<file path="src/rtl/mx_page_mapper.sv">
// Windowed page mapper for the Specialist MX RAM-disk: per-window page registers
// written via the page-select port, combinational SDRAM address and ROM flag.
module mx_page_mapper #(
    parameter int          PAGE_BITS  = 4,
    parameter int          NUM_WIN    = 4,
    parameter int          ROM_PAGE   = 1,
    parameter int          RD_BASE    = 2,
    parameter int          RD_PAGES   = 8,
    parameter logic [15:0] FIXED_BASE = 16'hFFC0,
    parameter int          ADDR_W     = 25
) (
    input  logic                          clk_sys,
    input  logic                          reset,
    input  logic                          io_reset,
    input  logic                          mapper_en,
    input  logic [15:0]                   cpu_addr,
    input  logic [7:0]                    cpu_dout,
    input  logic                          cpu_wr_n,
    input  logic                          page_sel,
    output logic [ADDR_W-1:0]             ram_addr,
    output logic                          rom_active,
    output logic [NUM_WIN*PAGE_BITS-1:0]  win_pages
);

    localparam int WIN_BITS = $clog2(NUM_WIN);
    localparam int WB       = (WIN_BITS == 0) ? 1 : WIN_BITS;

    logic [PAGE_BITS-1:0] page     [NUM_WIN];
    logic [PAGE_BITS-1:0] page_nxt [NUM_WIN];
    logic                 old_wr;
    logic                 armed;
    logic                 accept;
    logic                 fixed_hit;
    logic [WB-1:0]        win_idx;
    logic [WB-1:0]        dout_win;
    logic [PAGE_BITS-1:0] rd_page;

    // Shifting by the full width yields 0, so NUM_WIN = 1 needs no special case.
    assign win_idx   = WB'(cpu_addr >> (16 - WIN_BITS));
    assign dout_win  = WB'(cpu_dout >> (8 - WIN_BITS));
    assign rd_page   = PAGE_BITS'(RD_BASE) + PAGE_BITS'(cpu_dout & 8'(RD_PAGES - 1));
    assign accept    = armed & old_wr & ~cpu_wr_n & page_sel & mapper_en;
    assign fixed_hit = (cpu_addr >= FIXED_BASE);

    always_comb begin
        page_nxt = page;
        if (io_reset) begin
            for (int unsigned w = 0; w < NUM_WIN; w++) page_nxt[w] = '0;
        end else if (accept) begin
            case (cpu_addr[1:0])
                2'b00: for (int unsigned w = 0; w < NUM_WIN; w++) page_nxt[w] = '0;
                2'b01: for (int unsigned w = 0; w < NUM_WIN; w++) page_nxt[w] = rd_page;
                2'b10: for (int unsigned w = 0; w < NUM_WIN; w++) page_nxt[w] = PAGE_BITS'(ROM_PAGE);
                default: begin
                    if (NUM_WIN == 1 && cpu_dout[7])
                        page_nxt[0] = PAGE_BITS'(ROM_PAGE);
                    else
                        page_nxt[dout_win] = rd_page;
                end
            endcase
        end else if (!mapper_en && cpu_addr[15]) begin
            for (int unsigned w = 0; w < NUM_WIN; w++) page_nxt[w] = '0;
        end
    end

    // armed holds off accepts for the first edge after reset release, so a write
    // strobe already low during reset needs a fresh high->low transition.
    always_ff @(posedge clk_sys or posedge reset) begin
        if (reset) begin
            for (int unsigned w = 0; w < NUM_WIN; w++) page[w] <= PAGE_BITS'(ROM_PAGE);
            old_wr <= 1'b1;
            armed  <= 1'b0;
        end else begin
            page   <= page_nxt;
            old_wr <= cpu_wr_n;
            armed  <= 1'b1;
        end
    end

    always_comb begin
        win_pages = '0;
        for (int unsigned w = 0; w < NUM_WIN; w++)
            win_pages[w*PAGE_BITS +: PAGE_BITS] = page[w];
    end

    assign ram_addr   = fixed_hit ? ADDR_W'(cpu_addr) : ADDR_W'({page[win_idx], cpu_addr});
    assign rom_active = ~fixed_hit & (page[win_idx] == PAGE_BITS'(ROM_PAGE));

endmodule

</file>
<file path="config.mk">
export PLATFORM = sky130hd
export DESIGN_NAME = mx_page_mapper
export DESIGN_NICKNAME = d
export VERILOG_FILES = /design/src/rtl/mx_page_mapper.sv
export SDC_FILE = /design/constraint.sdc
export NUM_CORES = 1
export LEC_CHECK = 0
export ABC_AREA = 1
export CORE_MARGIN = 2
export CORE_UTILIZATION = 25
export DETAILED_ROUTE_END_ITERATION = 8
export HOLD_SLACK_MARGIN = 0.06
export SYNTH_ARGS = -nofsm -noshare
export SYNTH_HDL_FRONTEND = slang
export SYNTH_SLANG_ARGS = --single-unit
</file>
<file path="constraint.sdc">
create_clock -name clk_sys -period 1.7 [get_ports clk_sys]
set_clock_uncertainty 0.2 [all_clocks]
set_input_delay 0.17 -clock clk_sys [delete_from_list [all_inputs] [get_ports clk_sys]]
set_output_delay 0.17 -clock clk_sys [all_outputs]
set_load 0.1 [all_outputs]
</file>
placement_by_type.png
Fill, decap, tap and diode cells in gray.
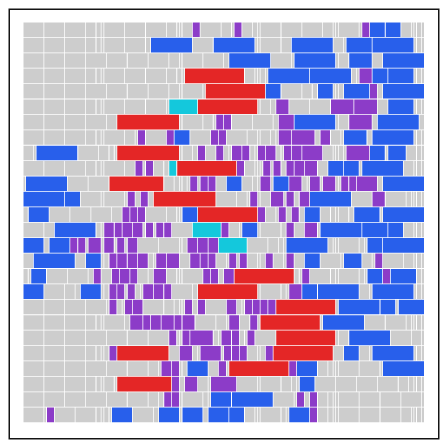
- cyan: clock drivers and dummy loads (cells 4; share of their area 1.9%)
- red: flops (cells 18; share of their area 21%)
- blue: other buffers and delay cells (cells 84; share of their area 46%)
- purple: combinational and other logic (cells 154; share of their area 30%)
sequential cell area share: 0.204
Rows: 26

logic_types.png
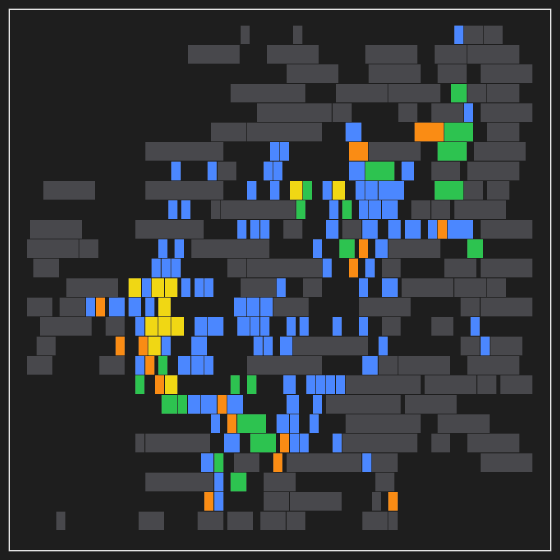
- blue: NAND gates (cells 100)
- orange: inverters (cells 16)
- green: NOR gates (cells 20)
- yellow: inverting AOI/OAI gates (cells 11)
Finished Layout Cells: 330
Commonest Layout Cell: nand2_1
Comb area share: 0.266

clocks.png
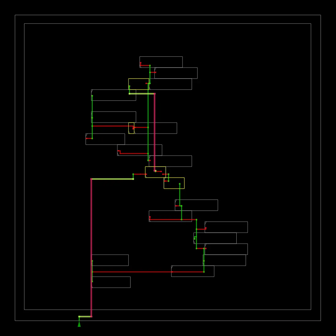
CLK BUF: 4
Latency at later pin: 250 ps
CTS Buf Count: 3

sizes.png
The bar under the picture is 20 µm long.
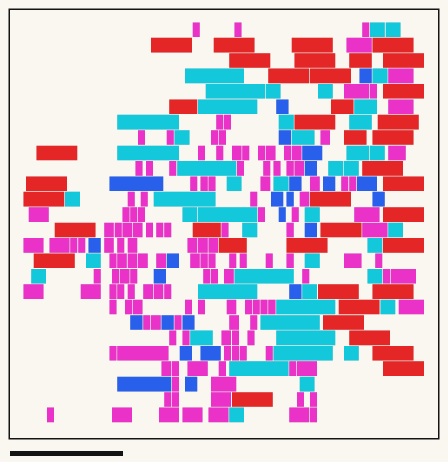
- blue: _2 cells (cells 25)
- red: _6 and larger (cells 39)
- cyan: _3 and _4 cells (cells 47)
- magenta: _0 and _1 cells (cells 149)
setup ws final: -167 ps
layout buffer count excluding clock buffers: 84
Synth-to-Final Area Change: 96.1%

==> results.yml <==
# yosys + openroad results
route:
  dr.pass1.iters: 4
  highest_layer: "met4"
  drc: 0
final_timing:
  setup_ws_ps: -167
  setup_violations: 3
  finalCritPeriodShare: 1.10
  finalHoldViolations: 0
critical_path:
  regToRegSetupSlack_ps: 250
  r2r-end: "win_pages[15]$_DFFE_PP0P_"
  critical_path_class: "reg2out"
  path_depth: 7
  setup.worst_path.end_class: "output pin"
final_layout:
  final_nets: 292
  largest_reg_flops: 16
  flop-count: 18
global_route:
  grt_overflow: 0
  grt_pass1_wl_um: 5820
min_path:
  min_to: "ram_addr[4]"
clock_tree:
  postCtsHoldBufs: 1
  post_cts_buffers: 0
logic_synthesis:
  top_cell: "nand2_1"
  async_reset_ff_frac: 1.00
power:
  power_density_nw_per_um2: 513
  power.switching_uw: 491
floorplanning:
  n_tap_cell: 70
run_status:
  outcome: "complete, but fails checks"
  violations: "negative setup slack"
job:
  max_cap_viol_count: 0
Power figures rest on the tool's default switching activity, not on a simulated workload.
